**src/rtl/cv32e40p_ft_health_monitor_if.sv**
```systemverilog
// Health-monitor port bundle: TMR disagreement samples in, exclusion requests and status out.
// Latency: n/a (signal bundle only).
// Backpressure: none; set_broken_o/is_broken_i form a level request/confirm handshake.
interface cv32e40p_ft_health_monitor_if;
  logic        valid_i;
  logic [2:0]  mismatch_i;
  logic [2:0]  is_broken_i;
  logic        clear_i;
  logic [2:0]  set_broken_o;
  logic        err_detected_o;
  logic        err_corrected_o;
  logic        fatal_o;
  logic [15:0] err_count_o;

  // Fault-tolerance / TMR side: drives samples, observes status
  modport master (
    output valid_i, mismatch_i, is_broken_i, clear_i,
    input  set_broken_o, err_detected_o, err_corrected_o, fatal_o, err_count_o
  );

  // Health monitor side
  modport slave (
    input  valid_i, mismatch_i, is_broken_i, clear_i,
    output set_broken_o, err_detected_o, err_corrected_o, fatal_o, err_count_o
  );
endinterface

```
**src/rtl/cv32e40p_ft_health_monitor.sv**
```systemverilog
// Per-replica leaky error scoring for the TMR instruction path; requests exclusion of one broken replica.
// Latency: all outputs registered, one cycle after the sampled cycle.
// Backpressure: none; every cycle is sampled, set_broken_o is held until is_broken_i confirms it.
// Optional feature: define FT_HEALTH_DECAY_EN to build the leaky score decay (clean counters).
module cv32e40p_ft_health_monitor #(
  parameter int unsigned ERR_THRESHOLD = 8,
  parameter int unsigned DECAY_PERIOD  = 16
) (
  input logic                         clk,
  input logic                         rst_n,
  cv32e40p_ft_health_monitor_if.slave bus
);

  localparam int unsigned SW = $clog2(ERR_THRESHOLD + 1);
  localparam logic [SW-1:0] THR = SW'(ERR_THRESHOLD);

  typedef enum logic [1:0] {
    HEALTHY    = 2'd0,
    SUSPECT    = 2'd1,
    BROKEN_REQ = 2'd2,
    BROKEN     = 2'd3
  } rep_state_t;

  rep_state_t    state [3];
  logic [SW-1:0] score [3];

`ifdef FT_HEALTH_DECAY_EN
  localparam int unsigned CW = $clog2(DECAY_PERIOD);
  localparam logic [CW-1:0] CLEAN_LAST = CW'(DECAY_PERIOD - 1);
  logic [CW-1:0] clean [3];
`else
  // The decay period only matters when the clean counters are built in
  logic unused_decay_cfg;
  assign unused_decay_cfg = (DECAY_PERIOD >= 2);
`endif

  logic [2:0]    set_broken;
  logic          err_detected;
  logic          err_corrected;
  logic          fatal;
  logic [15:0]   err_count;

  logic [2:0]    masked;
  logic [2:0]    unmasked;
  logic [2:0]    reach;
  logic [2:0]    grant;
  logic [1:0]    um_cnt;
  logic [1:0]    reach_cnt;
  logic          any_excl;
  logic          multi;
  logic          conflict;
  logic [SW-1:0] score_inc [3];

  // Masking, multi-bit detection and single-broken arbitration for this sample
  always_comb begin
    masked   = '0;
    reach    = '0;
    grant    = '0;
    for (int i = 0; i < 3; i++) begin
      masked[i]    = (state[i] == BROKEN_REQ) || (state[i] == BROKEN);
      score_inc[i] = (score[i] == THR) ? score[i] : score[i] + SW'(1);
    end
    unmasked  = {3{bus.valid_i}} & bus.mismatch_i & ~masked;
    um_cnt    = {1'b0, unmasked[0]} + {1'b0, unmasked[1]} + {1'b0, unmasked[2]};
    any_excl  = |masked;
    // With a replica already excluded, any remaining disagreement means no majority
    multi     = (um_cnt >= 2'd2) || ((|unmasked) && any_excl);
    for (int i = 0; i < 3; i++) begin
      reach[i] = unmasked[i] && (score_inc[i] == THR);
    end
    reach_cnt = {1'b0, reach[0]} + {1'b0, reach[1]} + {1'b0, reach[2]};
    // Only a lone threshold crossing with nobody else excluded may raise a request
    if (!any_excl && (reach_cnt == 2'd1)) begin
      grant = reach;
    end
    conflict  = (|reach) && (any_excl || (reach_cnt >= 2'd2));
  end

  // Replica FSMs, scores, decay counters and registered status outputs
  always_ff @(posedge clk or negedge rst_n) begin
    if (!rst_n) begin
      for (int i = 0; i < 3; i++) begin
        state[i] <= HEALTHY;
        score[i] <= '0;
`ifdef FT_HEALTH_DECAY_EN
        clean[i] <= '0;
`endif
      end
      set_broken    <= '0;
      err_detected  <= 1'b0;
      err_corrected <= 1'b0;
      fatal         <= 1'b0;
      err_count     <= '0;
    end else if (bus.clear_i) begin
      // Clear wins over every same-cycle event; the event counter is history and survives
      for (int i = 0; i < 3; i++) begin
        state[i] <= HEALTHY;
        score[i] <= '0;
`ifdef FT_HEALTH_DECAY_EN
        clean[i] <= '0;
`endif
      end
      set_broken    <= '0;
      err_detected  <= 1'b0;
      err_corrected <= 1'b0;
      fatal         <= 1'b0;
    end else begin
      err_detected  <= |unmasked;
      err_corrected <= (|unmasked) && !multi;
      if ((|unmasked) && (err_count != 16'hFFFF)) begin
        err_count <= err_count + 16'd1;
      end
      if (multi || conflict) begin
        fatal <= 1'b1;
      end
      for (int i = 0; i < 3; i++) begin
        case (state[i])
          HEALTHY, SUSPECT: begin
            if (unmasked[i]) begin
              score[i] <= score_inc[i];
`ifdef FT_HEALTH_DECAY_EN
              clean[i] <= '0;
`endif
              if (grant[i]) begin
                state[i]      <= BROKEN_REQ;
                set_broken[i] <= 1'b1;
              end else begin
                state[i] <= SUSPECT;
              end
            end
`ifdef FT_HEALTH_DECAY_EN
            else if (bus.valid_i && (state[i] == SUSPECT)) begin
              if (clean[i] == CLEAN_LAST) begin
                clean[i] <= '0;
                score[i] <= (score[i] == '0) ? '0 : score[i] - SW'(1);
                if (score[i] <= SW'(1)) begin
                  state[i] <= HEALTHY;
                end
              end else begin
                clean[i] <= clean[i] + CW'(1);
              end
            end
`endif
          end
          // The TMR confirmation is a handshake, not a data sample, so it is taken regardless of valid
          BROKEN_REQ: begin
            if (bus.is_broken_i[i]) begin
              state[i]      <= BROKEN;
              set_broken[i] <= 1'b0;
            end
          end
          BROKEN: begin
            state[i] <= BROKEN;
          end
        endcase
      end
    end
  end

  assign bus.set_broken_o    = set_broken;
  assign bus.err_detected_o  = err_detected;
  assign bus.err_corrected_o = err_corrected;
  assign bus.fatal_o         = fatal;
  assign bus.err_count_o     = err_count;

endmodule

```
**src/flat_wrapper.sv**
```systemverilog
// flat-port wrapper written by rule: the top's interface ports become plain ports
module cv32e40p_ft_health_monitor_flat 
#(
  parameter int unsigned ERR_THRESHOLD = 8,
  parameter int unsigned DECAY_PERIOD  = 16
)
  (clk, rst_n, bus_valid_i, bus_mismatch_i, bus_is_broken_i, bus_clear_i, bus_set_broken_o, bus_err_detected_o, bus_err_corrected_o, bus_fatal_o, bus_err_count_o);
  cv32e40p_ft_health_monitor_if bus_i ();
  input logic clk;
  input logic rst_n;
  input wire logic [$bits(bus_i.valid_i)-1:0] bus_valid_i;
  input wire logic [$bits(bus_i.mismatch_i)-1:0] bus_mismatch_i;
  input wire logic [$bits(bus_i.is_broken_i)-1:0] bus_is_broken_i;
  input wire logic [$bits(bus_i.clear_i)-1:0] bus_clear_i;
  output wire logic [$bits(bus_i.set_broken_o)-1:0] bus_set_broken_o;
  output wire logic [$bits(bus_i.err_detected_o)-1:0] bus_err_detected_o;
  output wire logic [$bits(bus_i.err_corrected_o)-1:0] bus_err_corrected_o;
  output wire logic [$bits(bus_i.fatal_o)-1:0] bus_fatal_o;
  output wire logic [$bits(bus_i.err_count_o)-1:0] bus_err_count_o;
  assign bus_i.valid_i = bus_valid_i;
  assign bus_i.mismatch_i = bus_mismatch_i;
  assign bus_i.is_broken_i = bus_is_broken_i;
  assign bus_i.clear_i = bus_clear_i;
  assign bus_set_broken_o = bus_i.set_broken_o;
  assign bus_err_detected_o = bus_i.err_detected_o;
  assign bus_err_corrected_o = bus_i.err_corrected_o;
  assign bus_fatal_o = bus_i.fatal_o;
  assign bus_err_count_o = bus_i.err_count_o;
  cv32e40p_ft_health_monitor #(.ERR_THRESHOLD(ERR_THRESHOLD), .DECAY_PERIOD(DECAY_PERIOD)) u_core (.clk(clk), .rst_n(rst_n), .bus(bus_i));
endmodule
```
**config.mk**
```make
export PLATFORM = sky130hd
export DESIGN_NAME = cv32e40p_ft_health_monitor_flat
export DESIGN_NICKNAME = d
export VERILOG_FILES = /design/src/rtl/cv32e40p_ft_health_monitor_if.sv /design/src/rtl/cv32e40p_ft_health_monitor.sv /design/src/flat_wrapper.sv
export SDC_FILE = /design/constraint.sdc
export NUM_CORES = 1
export LEC_CHECK = 0
export CORE_MARGIN = 2
export CORE_UTILIZATION = 40
export CTS_CLUSTER_DIAMETER = 50
export DETAILED_ROUTE_END_ITERATION = 12
export GPL_TIMING_DRIVEN = 1
export SLEW_MARGIN = 10
export SYNTH_ARGS = -nofsm -noshare
export SYNTH_HDL_FRONTEND = slang
export SYNTH_SLANG_ARGS = --single-unit
```
**constraint.sdc**
```tcl
create_clock -name clk -period 2.7 [get_ports clk]
set_input_delay 0.27 -clock clk [delete_from_list [all_inputs] [get_ports clk]]
set_output_delay 0.27 -clock clk [all_outputs]
set_load 0.02 [all_outputs]
```
**Run 1: logic cells by family**

Scale bar: 20 um.
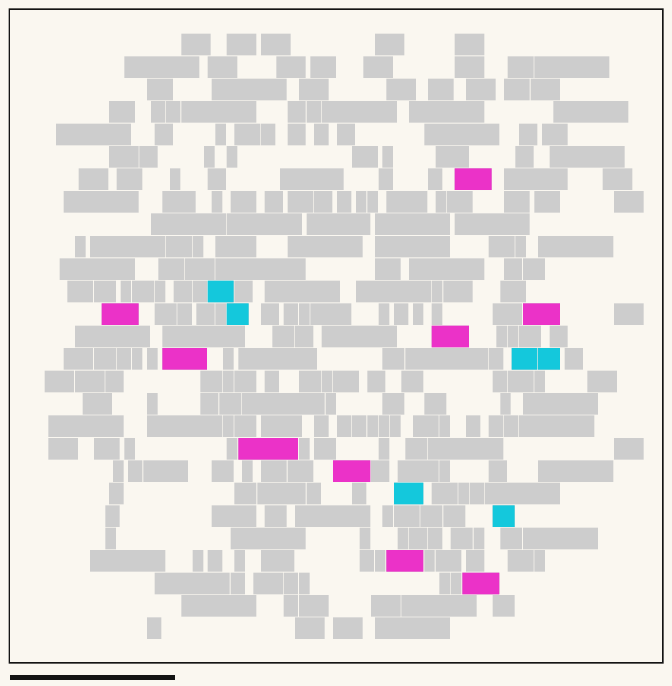
color	family	cells
magenta	fa/ha/maj cells	9
cyan	non-inverting ao/oa cells	6

**Run 1: track usage over the die**

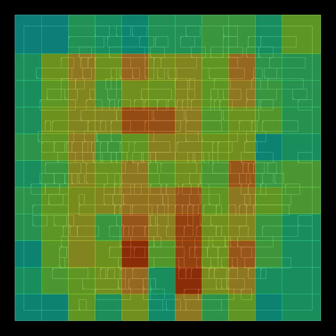
M3 GR Usage: 3.41%
met2 Usage GRT: 24.7%
Most Crowded Layer GR: met2
GRT Total Usage: 16.4%

**Run 1: drive-strength map**

Scale bar: 20 um.
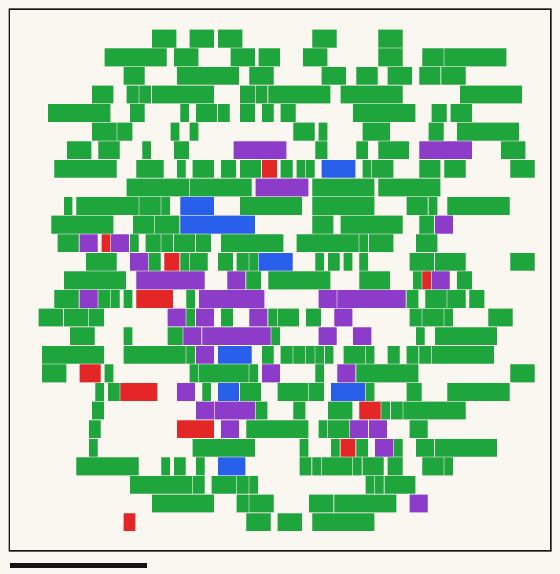
color	size	cells
blue	_6 and larger	8
red	_2 cells	11
purple	_3 and _4 cells	33
green	_0 and _1 cells	229

==> Slide: Implementation Results, run 1 <==
Physical Implementation Snapshot

Layout
  – Flop share of the area: 33.8%
  – Comb area share: 40.5%
  – Largest class: logic gates
  – Top Layout Cells: 40 x dfrtp_1, 30 x clkdlybuf4s50_1, 24 x buf_4, 21 x nand2_1, 21 x nor2_1
  – Register area: 0.00100 mm^2
  – Final Instance Area: 0.00296 mm^2
  – Comb gates: 162

Setup path
  – Crit end category: flop
  – CP Data Arrival Time: 2.80 ns
  – Worst path bufs/invs: 2
  – Crit path depth: 9
  – Worst-path cell chain: ha_1 > nor2b_1 > a21o_1 > a2111oi_4 > inv_1 > fa_1 > nor3_4 > buf_4 > a221oi_1
  – Crit path launch type: flop

Yosys
  – Seq/Total Area, Yosys: 44.5%
  – Basic Gates by Area: 22.7%
  – Synth Warn #: 0
  – Cell area leaders: dfrtp_1 44%, ha_1 4.4%, xnor2_1 4.3%, a2111oi_4 3.7%, nand2_1 3.7%
  – Top non-seq family: simple AND/OR/NAND/NOR gates
  – Synth Flop Type: dfrtp_1
  – Most instantiated library cell after synthesis: dfrtp_1
  – Post-synth ARST share: 100%
  – Yosys chip area: 0.00225 mm^2
  – Mapped Area: 0.00225 mm^2
  – Cells after synthesis: 222
  – Syn Nets: 241

Final timing
  – F_max: 384 MHz
  – Final Cycle Share: 96.4%
  – Hold slack: 0.100 ns
  – Hold Vio Cnt, Final: 0
  – Clock skew: 0.00515 ns

Power
  – Worst IR Drop VDD: 0.000328 V
  – Power in sequential cells: 738 uW
  – Comb power frac: 21.7%
  – Cell internal pwr: 1100 uW
  – Clock power frac: 31.6%
  – Sw frac: 30.3%
  – Main power group: registers
  – P_leak: 0.00131 uW
  – Part of the power in registers: 46.7%
  – Pwr dens: 534 mW/mm^2

Clocking
  – CTS Buf Count: 5
  – Root buffer cell: clkbuf_8
  – Clk buf depth: 2
  – Postcts setup bufs: 0
  – Hold_buf cts: 0
  – Post-cts resize count: 0

Route
  – Highest Signal Layer: met4
  – Vias/cell: 4.96
  – DRT antenna net count: 0
  – DRC Markers: 0
  – Met2 wire len: 2090 um
  – First DRT Iteration DRCs: 54
  – Wire length on met3: 159 um
  – WL final: 4700 um
  – Metal-1 WL: 2370 um
  – Vias: 1750

Floorplanning
  – Pre-Place Util: 41.1%
  – Tapcell Cnt: 72
  – DIE HEIGHT: 79.0 um

Placement
  – Number of port buffers: 31
  – Final GP Congestion: 0.794
  – Placed cell count: 342

Global route
  – Pin count of the biggest net entering global routing: 41
  – M1 GR Usage: 23.6%

Outcome
  – Status: complete, no violations
**Run 1: cell classes on the final placement**

Scale bar: 20 um.
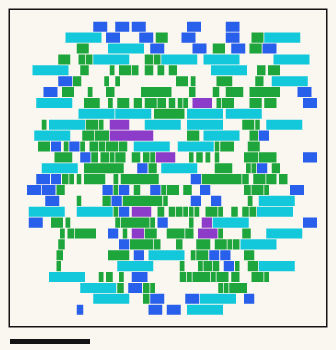

==> run 2, diff against run 1 <==
==> constraint.sdc (replaced) <==
create_clock -name clk -period 2.5 [get_ports clk]
set_input_delay 0.25 -clock clk [delete_from_list [all_inputs] [get_ports clk]]
set_output_delay 0.25 -clock clk [all_outputs]
set_load 0.02 [all_outputs]
**Run 2: cell classes on the final placement**

Scale bar: 20 um.
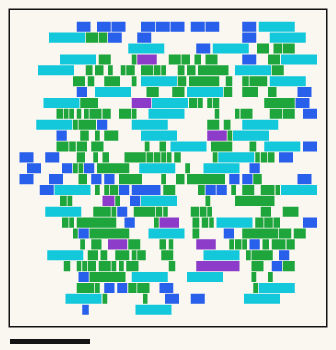
color	class	cells
purple	clock drivers and dummy loads	8
blue	remaining buffers and delay cells	56
green	combinational and other logic	177
cyan	sequential cells	40

**Run 2: drive-strength map**

Scale bar: 20 um.
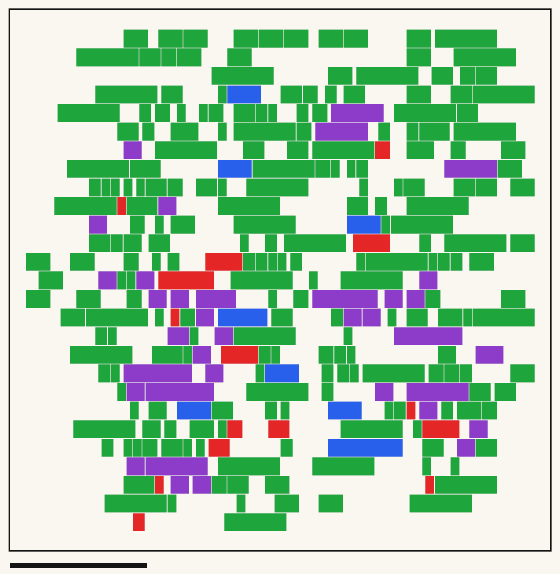
color	size	cells	most used
blue	_6 and larger	8	clkbuf_8
red	_2 cells	15	inv_2
purple	_3 and _4 cells	36	buf_4
green	_0 and _1 cells	222	dfrtp_1

==> run 2 against run 1 <==
Compared with the run above:
- the flow now finishes with violations (setup timing)
- first-iteration DRC count increased by 35%
- critical path depth increased by 1
- sequential power increased by 8.1%
- critical path type unchanged
- critical endpoint is now u_core.state[0]$_DFFE_PN0P_
- highest routed layer unchanged
==> Slide: Implementation Results, run 2 <==
Physical Implementation Snapshot

Route
  – Wire length on met3: 196 um
  – First DRT Iteration DRCs: 73
  – Drt wl/cell: 13.8 um
  – Met2 wire len: 2210 um
  – DRT antenna net count: 0
  – Metal-1 WL: 2440 um
  – Highest Signal Layer: met4
  – WL final: 4890 um
  – DRC Markers: 0
  – Vias: 1823
  – Vias/cell: 5.16

Final timing
  – Hold slack: 0.0799 ns
  – Clock skew: 0.00881 ns
  – Final setup viols: 9
  – Final Cycle Share: 104%
  – F_max: 386 MHz
  – Hold Vio Cnt, Final: 0
  – Min setup slack post-route: -0.0877 ns

Yosys
  – Area leader, netlist: dfrtp_1
  – Seq/Total Area, Yosys: 44.5%
  – Mapped Area: 0.00225 mm^2
  – Synth Flop Type: dfrtp_1
  – Synth Warn #: 0
  – Yosys chip area: 0.00225 mm^2
  – Cells after synthesis: 222
  – Most instantiated library cell after synthesis: dfrtp_1
  – Cell area leaders: dfrtp_1 44%, ha_1 4.4%, xnor2_1 4.3%, a2111oi_4 3.7%, nand2_1 3.7%
  – Xor+xnor area frac: 7.79%
  – Aoi/oai-family share of the synthesized area: 13.9%
  – Top non-seq family: simple AND/OR/NAND/NOR gates
  – Syn Nets: 241
  – Post-synth ARST share: 100%
  – Basic Gates by Area: 22.7%

Global route
  – M1 GR Usage: 24.4%
  – Met2 Usage GRT: 25.1%
  – GRT Total Usage: 16.9%
  – Pin count of the biggest net entering global routing: 41
  – M3 GR Usage: 3.75%
  – Most Crowded Layer GR: met2
  – First-pass GRT wire length: 8260 um

Power
  – Pwr dens: 583 mW/mm^2
  – Power in sequential cells: 798 uW
  – Worst IR Drop VDD: 0.000258 V
  – Comb pwr: 389 uW
  – Power Total: 1760 uW
  – Comb power frac: 22.2%
  – Clock power frac: 32.4%
  – Sw frac: 30.2%
  – Part of the power in registers: 45.5%
  – P_leak: 0.00132 uW
  – Cell internal pwr: 1230 uW
  – Main power group: registers

Run
  – MaxCap Viol Count: 0

Layout
  – Top Layout Cells: 40 x dfrtp_1, 30 x clkdlybuf4s50_1, 24 x buf_4, 21 x nand2_1, 21 x nor2_1
  – Flop share of the area: 33.2%
  – Final Instance Area: 0.00301 mm^2
  – Register area: 0.00100 mm^2
  – Number of clock buffers in the layout: 6
  – Largest class: logic gates
  – Repair and plain buffers: 56
  – Comb area share: 41.1%
  – Comb gates: 162
  – Non-clk buf share: 16.8%

Clocking
  – Clk buf depth: 2
  – Clock Latency Late Sink: 0.30 ns
  – Hold_buf cts: 0
  – Post-cts resize count: 3
  – Root buffer cell: clkbuf_8
  – Postcts setup bufs: 1
  – CTS Buf Count: 5

Placement
  – Placed cell count: 344
  – DP HPWL: 3580 um
  – Setup slack at placement: -0.146 ns
  – Number of port buffers: 31
  – Final GP Congestion: 0.782
  – Placement Cell Area: 0.00285 mm^2

Setup path
  – Crit path depth: 10
  – CP Data Required Time: 2.71 ns
  – Worst path bufs/invs: 3
  – CP Data Arrival Time: 2.79 ns
  – Worst-path cell chain: inv_2 > ha_4 > nand2_4 > o31a_1 > a2111oi_4 > inv_1 > fa_2 > nor3_4 > buf_12 > a221oi_2
  – Crit end category: flop
  – Crit path launch type: flop

Outcome
  – Failing checks: setup timing
  – Status: complete, but fails checks

Floorplanning
  – Pre-Place Util: 41.1%
  – DIE HEIGHT: 79.0 um
  – I/O pins: 32
  – Die width: 79.0 um
  – Tapcell Cnt: 72
**Run 2: track usage over the die**

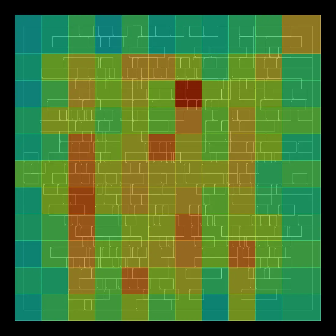

==> run 3, diff against run 2 <==
--- a/config.mk
+++ b/config.mk
@@ -5,7 +5,6 @@
 export SDC_FILE = /design/constraint.sdc
 export NUM_CORES = 1
 export LEC_CHECK = 0
-export CORE_MARGIN = 2
 export CORE_UTILIZATION = 40
 export CTS_CLUSTER_DIAMETER = 50
 export DETAILED_ROUTE_END_ITERATION = 12
**Run 3: track usage over the die**

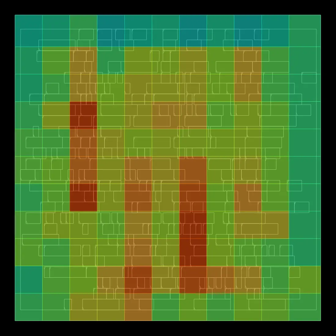
M1 GR Usage: 25.9%
drt wl/cell: 14.0 um

**Run 3: cell classes on the final placement**

Scale bar: 20 um.
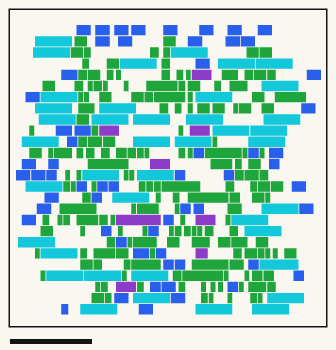
color	class	cells
purple	clock drivers and dummy loads	8
cyan	sequential cells	40
blue	remaining buffers and delay cells	60
green	combinational and other logic	177

==> run 3 against run 2 <==
Compared with the run above:
- the flow still finishes with violations (setup timing)
- total power fell by 0.36%
- core utilization increased by 3.1 points
- sequential power hardly changed
- largest power group unchanged
- die size down 5.0%
- routed wire length increased by 2.0%
- non-clock buffer count increased by 4
- worst hold slack got worse by 0.0080 ns
==> Slide: Implementation Results, run 3 <==
Physical Implementation Snapshot

Final timing
  – Worst slew margin: 41.0%
  – Hold slack: 0.0719 ns
  – Clock skew: 0.00496 ns
  – Min setup slack post-route: -0.0563 ns
  – Hold Vio Cnt, Final: 0
  – RSZ-0062 raised after global routing: yes
  – F_max: 391 MHz
  – Final setup viols: 7
  – Final Cycle Share: 102%

Yosys
  – Post-synth ARST share: 100%
  – Aoi/oai-family share of the synthesized area: 13.9%
  – Area leader, netlist: dfrtp_1
  – Yosys chip area: 0.00225 mm^2
  – Cells after synthesis: 222
  – Mapped Area: 0.00225 mm^2
  – Basic Gates by Area: 22.7%
  – Cell area leaders: dfrtp_1 44%, ha_1 4.4%, xnor2_1 4.3%, a2111oi_4 3.7%, nand2_1 3.7%
  – Synth Flop Type: dfrtp_1
  – Seq/Total Area, Yosys: 44.5%
  – Syn Nets: 241
  – # Cells Yosys: 222
  – Top non-seq family: simple AND/OR/NAND/NOR gates
  – Synth Warn #: 0
  – Most instantiated library cell after synthesis: dfrtp_1
  – Post-synth EDFFs: 0
  – Xor+xnor area frac: 7.79%

Route
  – DRC Markers: 0
  – Wire length on met3: 158 um
  – DRT antenna net count: 0
  – WL final: 4990 um
  – Met2 wire len: 2300 um
  – Vias: 1779
  – Vias/cell: 5.01
  – Metal-1 WL: 2460 um
  – DR pass1 iterations: 4
  – Highest Signal Layer: met4
  – First DRT Iteration DRCs: 39

Outcome
  – Status: complete, but fails checks
  – Failing checks: setup timing

Clocking
  – Hold_buf cts: 0
  – CTS Buf Count: 5
  – CTS tree: built
  – Clock Latency Late Sink: 0.29 ns
  – Root buffer cell: clkbuf_8
  – Clock transition at path regs: 0.08 ns
  – Postcts setup bufs: 7
  – Clk buf depth: 2
  – Post-cts resize count: 13

Layout
  – Final Instance Area: 0.00307 mm^2
  – Fillers: 472
  – Logic area: 0.00126 mm^2
  – Final Non-Filler Cells: 355
  – Top Layout Cells: 39 x dfrtp_1, 30 x clkdlybuf4s50_1, 25 x buf_4, 21 x nor2_1, 19 x nand2_1
  – Comb area share: 41.1%
  – Non-clk buf share: 17.6%
  – Number of clock buffers in the layout: 6
  – Largest class: logic gates
  – Repair and plain buffers: 60
  – Max reg flops: 16
  – Final core utilization: 58.2%
  – Flop share of the area: 32.7%
  – Register area: 0.00100 mm^2
  – Nets: 303
  – Comb gates: 162
  – Share of cells above drive strength 1: 24.6%

Setup path
  – Crit path depth: 10
  – Worst r2r src: u_core.score[4]$_DFFE_PN0P_
  – Worst path bufs/invs: 3
  – R2R Path End: u_core.state[0]$_DFFE_PN0P_
  – CP Data Required Time: 2.71 ns
  – Slowest cell on the critical path: fa_1
  – Crit path launch type: flop
  – CP Data Arrival Time: 2.76 ns
  – CP top delay family: AND-OR/OR-AND gates
  – Crit end category: flop
  – Crit path launch: u_core.score[4]$_DFFE_PN0P_
  – Worst-path cell chain: inv_2 > ha_4 > nand2_2 > o31a_1 > a2111oi_4 > inv_1 > fa_1 > nor3_4 > buf_6 > a221oi_2

Placement
  – Final GP Congestion: 0.801
  – Placed cell count: 341
  – Placement Cell Area: 0.00283 mm^2
  – DP HPWL: 3500 um
  – Setup slack at placement: -0.246 ns
  – Number of port buffers: 31

Floorplanning
  – DIE HEIGHT: 77.0 um
  – Tapcell Cnt: 70
  – Die width: 77.0 um
  – I/O pins: 32
  – Total core area: 0.00527 mm^2
  – Pre-Place Util: 42.7%

Power
  – Main power group: registers
  – P_leak: 0.00134 uW
  – Clock power frac: 31.7%
  – Power Total: 1750 uW
  – Switch Pwr: 518 uW
  – Cell internal pwr: 1230 uW
  – Worst IR Drop VDD: 0.000317 V
  – Part of the power in registers: 45.7%
  – Power in sequential cells: 800 uW
  – Pwr dens: 571 mW/mm^2
  – Sw frac: 29.6%
  – Comb pwr: 395 uW
  – Comb power frac: 22.6%

Run
  – MaxCap Viol Count: 0

Global route
  – Antenna violations before repair: 0
  – Gr ovfl total: 0
  – GRT Total Usage: 18.3%
  – Pin count of the biggest net entering global routing: 41
  – First-pass GRT wire length: 8500 um
  – Most Crowded Layer GR: met2
  – Met2 Usage GRT: 27.9%
  – M3 GR Usage: 4.17%

Min path
  – Worst Hold Class: input pin to asynchronous set/reset pin

## Gallery

Where the registers sit.
Scale bar: 20 um.
image #1
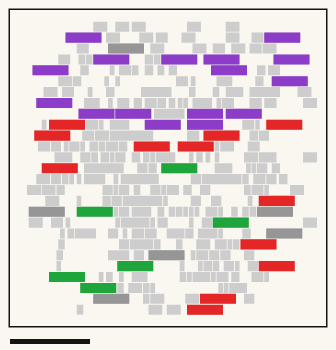
image #2
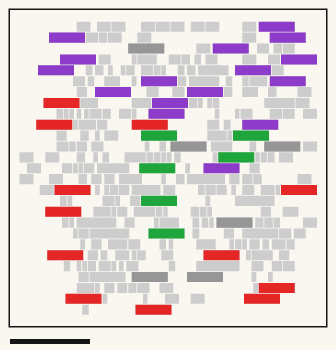
image #3
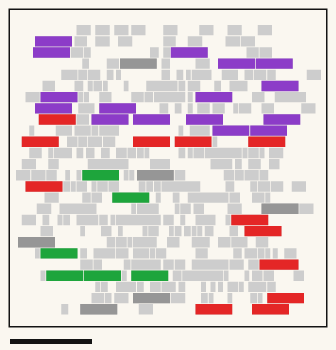
Image #3 is run 3.
Image #2 is run 2.
Image #1 is run 1.

Key to image #3:
color	netlist name	sequential cells
purple	`u_core.bus.err_count_o`	16
green	`u_core.state`	6
red	`u_core.score`	12

Power figures rest on the tool's default switching activity, not on a simulated workload.
